Figure 1. Gate-type map.
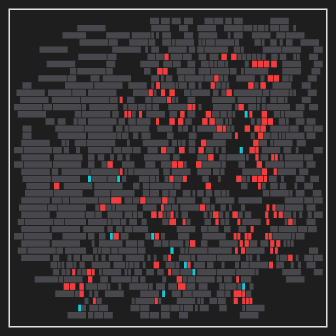
Figure 2. Floorplan with the power grid.
Pins as bars on the die edge.
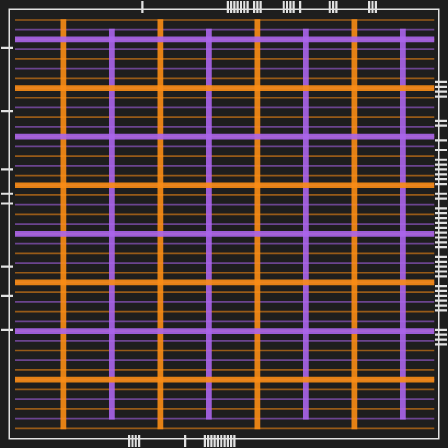
`src/rtl/data_io_sched_if.sv`:
```
// Host-side bus of the data I/O connection scheduler: program load handshake,
// run control and the registered connection-select/status outputs.
interface data_io_sched_if #(
  parameter int unsigned W          = 12,
  parameter int unsigned EXTDATAIN  = 3,
  parameter int unsigned EXTDATAOUT = 2,
  parameter int unsigned DEPTH      = 8
);
  localparam int unsigned CW   = W * (EXTDATAIN + EXTDATAOUT);
  localparam int unsigned IDXW = $clog2(CW);
  localparam int unsigned SW   = $clog2(DEPTH);

  logic            prog_valid;
  logic            prog_ready;
  logic [IDXW:0]   prog_data;
  logic            prog_last;
  logic            start;
  logic            stop;
  logic            loop;
  logic [3:0]      dwell;
  logic [CW-1:0]   c;
  logic [SW-1:0]   slot;
  logic            busy;
  logic            done;
  logic            err;

  modport master (
    output prog_valid, prog_data, prog_last, start, stop, loop, dwell,
    input  prog_ready, c, slot, busy, done, err
  );

  modport slave (
    input  prog_valid, prog_data, prog_last, start, stop, loop, dwell,
    output prog_ready, c, slot, busy, done, err
  );
endinterface

```
`src/rtl/data_io_sched.sv`:
```
// Time-multiplexing scheduler for the data I/O connection-select vector c.
// Steps through a programmed list of one-hot slots, holding each for dwell+1
// cycles and inserting a one-cycle all-zero gap so tri-state drivers on the
// data bus never overlap.
module data_io_sched #(
  parameter int unsigned W          = 12,
  parameter int unsigned EXTDATAIN  = 3,
  parameter int unsigned EXTDATAOUT = 2,
  parameter int unsigned DEPTH      = 8
) (
  input logic            clk,
  input logic            reset,
  data_io_sched_if.slave bus
);
  localparam int unsigned CW   = W * (EXTDATAIN + EXTDATAOUT);
  localparam int unsigned IDXW = $clog2(CW);
  localparam int unsigned SW   = $clog2(DEPTH);
  localparam logic [IDXW:0] CwLim = CW[IDXW:0];

  typedef enum logic [1:0] {StIdle, StOn, StGap} state_e;

  state_e          state_q;
  logic [IDXW:0]   mem [DEPTH];
  logic [SW-1:0]   wr_ptr_q;
  logic [SW-1:0]   slot_q;
  logic [SW:0]     len_q;
  logic            loop_q;
  logic [3:0]      dwell_q;
  logic [3:0]      cnt_q;
  logic [CW-1:0]   c_q;
  logic            done_q;
  logic            err_q;

  logic            accept;
  logic            last_beat;
  logic            start_ok;
  logic            at_end;
  logic [SW-1:0]   next_slot;
  logic [IDXW:0]   first_entry;
  logic [IDXW:0]   next_entry;

  // Enabled entry whose index points past the end of c.
  function automatic logic entry_bad(logic [IDXW:0] e);
    return e[IDXW] && ({1'b0, e[IDXW-1:0]} >= CwLim);
  endfunction

  // One-hot select for a valid enabled entry, otherwise nothing connected.
  function automatic logic [CW-1:0] entry_sel(logic [IDXW:0] e);
    logic [CW-1:0] one;
    one = {{(CW-1){1'b0}}, 1'b1};
    if (e[IDXW] && !entry_bad(e)) return one << e[IDXW-1:0];
    return '0;
  endfunction

  assign bus.prog_ready = (state_q == StIdle) && !bus.start;
  assign accept         = bus.prog_valid && bus.prog_ready;
  assign last_beat      = bus.prog_last || (wr_ptr_q == SW'(DEPTH - 1));
  assign start_ok       = (state_q == StIdle) && bus.start && !bus.stop && (len_q != '0);
  assign at_end         = ({1'b0, slot_q} == len_q - (SW + 1)'(1));
  assign next_slot      = at_end ? '0 : slot_q + SW'(1);
  assign first_entry    = mem['0];
  assign next_entry     = mem[next_slot];

  assign bus.c    = c_q;
  assign bus.slot = slot_q;
  assign bus.busy = (state_q != StIdle);
  assign bus.done = done_q;
  assign bus.err  = err_q;

  // Schedule memory write; contents deliberately survive reset.
  always_ff @(posedge clk) begin
    if (accept) mem[wr_ptr_q] <= bus.prog_data;
  end

  // Program length tracking and run FSM with registered c/slot/done/err.
  always_ff @(posedge clk) begin
    if (reset) begin
      state_q  <= StIdle;
      c_q      <= '0;
      slot_q   <= '0;
      wr_ptr_q <= '0;
      len_q    <= '0;
      loop_q   <= 1'b0;
      dwell_q  <= '0;
      cnt_q    <= '0;
      done_q   <= 1'b0;
      err_q    <= 1'b0;
    end else begin
      done_q <= 1'b0;
      unique case (state_q)
        StIdle: begin
          if (accept) begin
            if (last_beat) begin
              len_q    <= {1'b0, wr_ptr_q} + (SW + 1)'(1);
              wr_ptr_q <= '0;
            end else begin
              wr_ptr_q <= wr_ptr_q + SW'(1);
            end
          end
          if (start_ok) begin
            state_q  <= StOn;
            slot_q   <= '0;
            loop_q   <= bus.loop;
            dwell_q  <= bus.dwell;
            cnt_q    <= '0;
            wr_ptr_q <= '0;
            c_q      <= entry_sel(first_entry);
            err_q    <= entry_bad(first_entry);
          end
        end
        StOn: begin
          if (bus.stop) begin
            state_q <= StIdle;
            c_q     <= '0;
            slot_q  <= '0;
          end else if (cnt_q == dwell_q) begin
            state_q <= StGap;
            c_q     <= '0;
          end else begin
            cnt_q <= cnt_q + 4'd1;
          end
        end
        StGap: begin
          if (bus.stop) begin
            state_q <= StIdle;
            slot_q  <= '0;
          end else if (!at_end || loop_q) begin
            state_q <= StOn;
            slot_q  <= next_slot;
            cnt_q   <= '0;
            c_q     <= entry_sel(next_entry);
            if (entry_bad(next_entry)) err_q <= 1'b1;
          end else begin
            state_q <= StIdle;
            slot_q  <= '0;
            done_q  <= 1'b1;
          end
        end
        default: state_q <= StIdle;
      endcase
    end
  end
endmodule

```
`src/flat_wrapper.sv`:
```
// flat-port wrapper written by rule: the top's interface ports become plain ports
module data_io_sched_flat 
#(
  parameter int unsigned W          = 12,
  parameter int unsigned EXTDATAIN  = 3,
  parameter int unsigned EXTDATAOUT = 2,
  parameter int unsigned DEPTH      = 8
)
  (clk, reset, bus_prog_valid, bus_prog_data, bus_prog_last, bus_start, bus_stop, bus_loop, bus_dwell, bus_prog_ready, bus_c, bus_slot, bus_busy, bus_done, bus_err);
  data_io_sched_if #(.W(W), .EXTDATAIN(EXTDATAIN), .EXTDATAOUT(EXTDATAOUT), .DEPTH(DEPTH)) bus_i ();
  input logic clk;
  input logic reset;
  input wire logic [$bits(bus_i.prog_valid)-1:0] bus_prog_valid;
  input wire logic [$bits(bus_i.prog_data)-1:0] bus_prog_data;
  input wire logic [$bits(bus_i.prog_last)-1:0] bus_prog_last;
  input wire logic [$bits(bus_i.start)-1:0] bus_start;
  input wire logic [$bits(bus_i.stop)-1:0] bus_stop;
  input wire logic [$bits(bus_i.loop)-1:0] bus_loop;
  input wire logic [$bits(bus_i.dwell)-1:0] bus_dwell;
  output wire logic [$bits(bus_i.prog_ready)-1:0] bus_prog_ready;
  output wire logic [$bits(bus_i.c)-1:0] bus_c;
  output wire logic [$bits(bus_i.slot)-1:0] bus_slot;
  output wire logic [$bits(bus_i.busy)-1:0] bus_busy;
  output wire logic [$bits(bus_i.done)-1:0] bus_done;
  output wire logic [$bits(bus_i.err)-1:0] bus_err;
  assign bus_i.prog_valid = bus_prog_valid;
  assign bus_i.prog_data = bus_prog_data;
  assign bus_i.prog_last = bus_prog_last;
  assign bus_i.start = bus_start;
  assign bus_i.stop = bus_stop;
  assign bus_i.loop = bus_loop;
  assign bus_i.dwell = bus_dwell;
  assign bus_prog_ready = bus_i.prog_ready;
  assign bus_c = bus_i.c;
  assign bus_slot = bus_i.slot;
  assign bus_busy = bus_i.busy;
  assign bus_done = bus_i.done;
  assign bus_err = bus_i.err;
  data_io_sched #(.W(W), .EXTDATAIN(EXTDATAIN), .EXTDATAOUT(EXTDATAOUT), .DEPTH(DEPTH)) u_core (.clk(clk), .reset(reset), .bus(bus_i));
endmodule
```
`config.mk`:
```
export PLATFORM = sky130hd
export DESIGN_NAME = data_io_sched_flat
export DESIGN_NICKNAME = d
export VERILOG_FILES = /design/src/rtl/data_io_sched_if.sv /design/src/rtl/data_io_sched.sv /design/src/flat_wrapper.sv
export SDC_FILE = /design/constraint.sdc
export NUM_CORES = 1
export LEC_CHECK = 0
export CAP_MARGIN = 20
export CORE_UTILIZATION = 50
export DETAILED_ROUTE_END_ITERATION = 8
export PLACE_DENSITY = 0.73
export SETUP_SLACK_MARGIN = 0.15
export SLEW_MARGIN = 20
export SYNTH_ARGS = -nofsm -noshare
export SYNTH_HDL_FRONTEND = slang
export SYNTH_SLANG_ARGS = --single-unit
```
`constraint.sdc`:
```
create_clock -name clk -period 3.3 [get_ports clk]
set_input_delay 0.495 -clock clk [delete_from_list [all_inputs] [get_ports clk]]
set_output_delay 0.495 -clock clk [all_outputs]
set_load 0.02 [all_outputs]
```
==> flow report <==
=============================================================================
Cell mode on critical path                                       sky130_fd_sc_hd__buf_4
RSZ-0062 raised after global routing                                    false
End point of the most critical hold path                         u_core.bus.c[25]
Startpoint of the worst register-to-register path                u_core.len_q[1]
Maximum number of pins on one net before global-route repair               94
Number of gates given a new drive strength after cts                        3
Flip-flops with a built-in enable                                          56
Net count after synthesis                                                 754
Startpoint-to-endpoint class of the critical path                     reg2reg
Post-synthesis cell count from yosys                                      726
Dpl cells                                                                 968
Final worst clock skew                                            0.007621 ns
Critical path data arrival time                                       3.36 ns
Die area                                                          0.01434 mm2
Via count of the first global-routing pass                               5982
Area fraction in and, or, nand and nor cells                           19.91%
Largest delay share family, worst path                           AND-OR/OR-AND gates
Setup slack on the worst flop-to-flop path                            0.28 ns
Highest signal layer in the routed design                                met4
Area share of buffers outside the clock network                        13.67%
Clkbuf count                                                               17
Max-Cap Viols                                                               0
Commonest non-fill, non-tap cell in the layout                   sky130_fd_sc_hd__nor2_1
Register share of the cell area                                        38.05%
Clock power share                                                       30.0%
Hold path startpoint                                             u_core.bus.c[25]
Cell type of the slowest stage on the worst timing path          sky130_fd_sc_hd__dfxtp_1
Final weighted congestion in routability-driven placement              0.9045
Total negative setup slack                                               0 ns
Cells after synthesis                                                     726
Sequential fraction of the synthesis area                              48.22%
Number of clock sinks                                                     139
CTS tree                                                                  yes
Critical Path Max Stage Delay                                         0.40 ns
Maximum fanout count along the critical path                                6
Area-dominant class                                              combinational gates
Biggest power consumer among the groups                          sequential cells
Combinational gate power                                              1.96 mW
Combinational share of power                                            32.3%
Relative slew slack                                                    50.06%
Antenna Nets Post-Route                                                     0
Power of the sequential group                                         2.28 mW
First-pass GRT wire length                                           30.84 mm
Inverters excl. clock                                                      12
Max Buffers Root-to-Sink                                                    2
Worst hold-check path type                                            reg2reg
Overall routed net length                                            19.12 mm
Area share of the leading cell type in the synthesized netlist         24.26%
Share of cell area taken by multi-input logic gates                    38.82%
Repair and plain buffers                                                  129
Worst path buffer plus inverter count                                       3
Post-synth regs                                                           139
Xor/xnor share                                                         1.696%
Final period util                                                      91.62%
Final setup violation count                                                 0
Sw frac                                                                34.32%
Total of hold buffers inserted after clock tree synthesis                   0
Core footprint                                                    0.01340 mm2
Worst hold path depth                                                       2
Vias after detailed routing                                              6252
Outcome                                                          finished, final reports clean
Post-synthesis async set-or-reset flop share                               0%
HPWL after DPL                                                       13.18 mm
Htree depth                                                                 4
Final hold viol count                                                       0
Flop Count                                                                139
Net count of the finished layout                                          844
Critical Path Source Type                                            register
Worst Setup EP                                                   u_core.bus.c[26]
=============================================================================
## Picture notes: Figure 1
[cyan] inverters | cells: 12 | most used: inv_1
[red] NAND gates | cells: 139 | most used: nand2_1

## Picture notes: Figure 2
[orange] VSS
[purple] VDD
signal pins: 85
met1 rails: 43
met5 straps: 8

Power figures rest on the tool's default switching activity, not on a simulated workload.
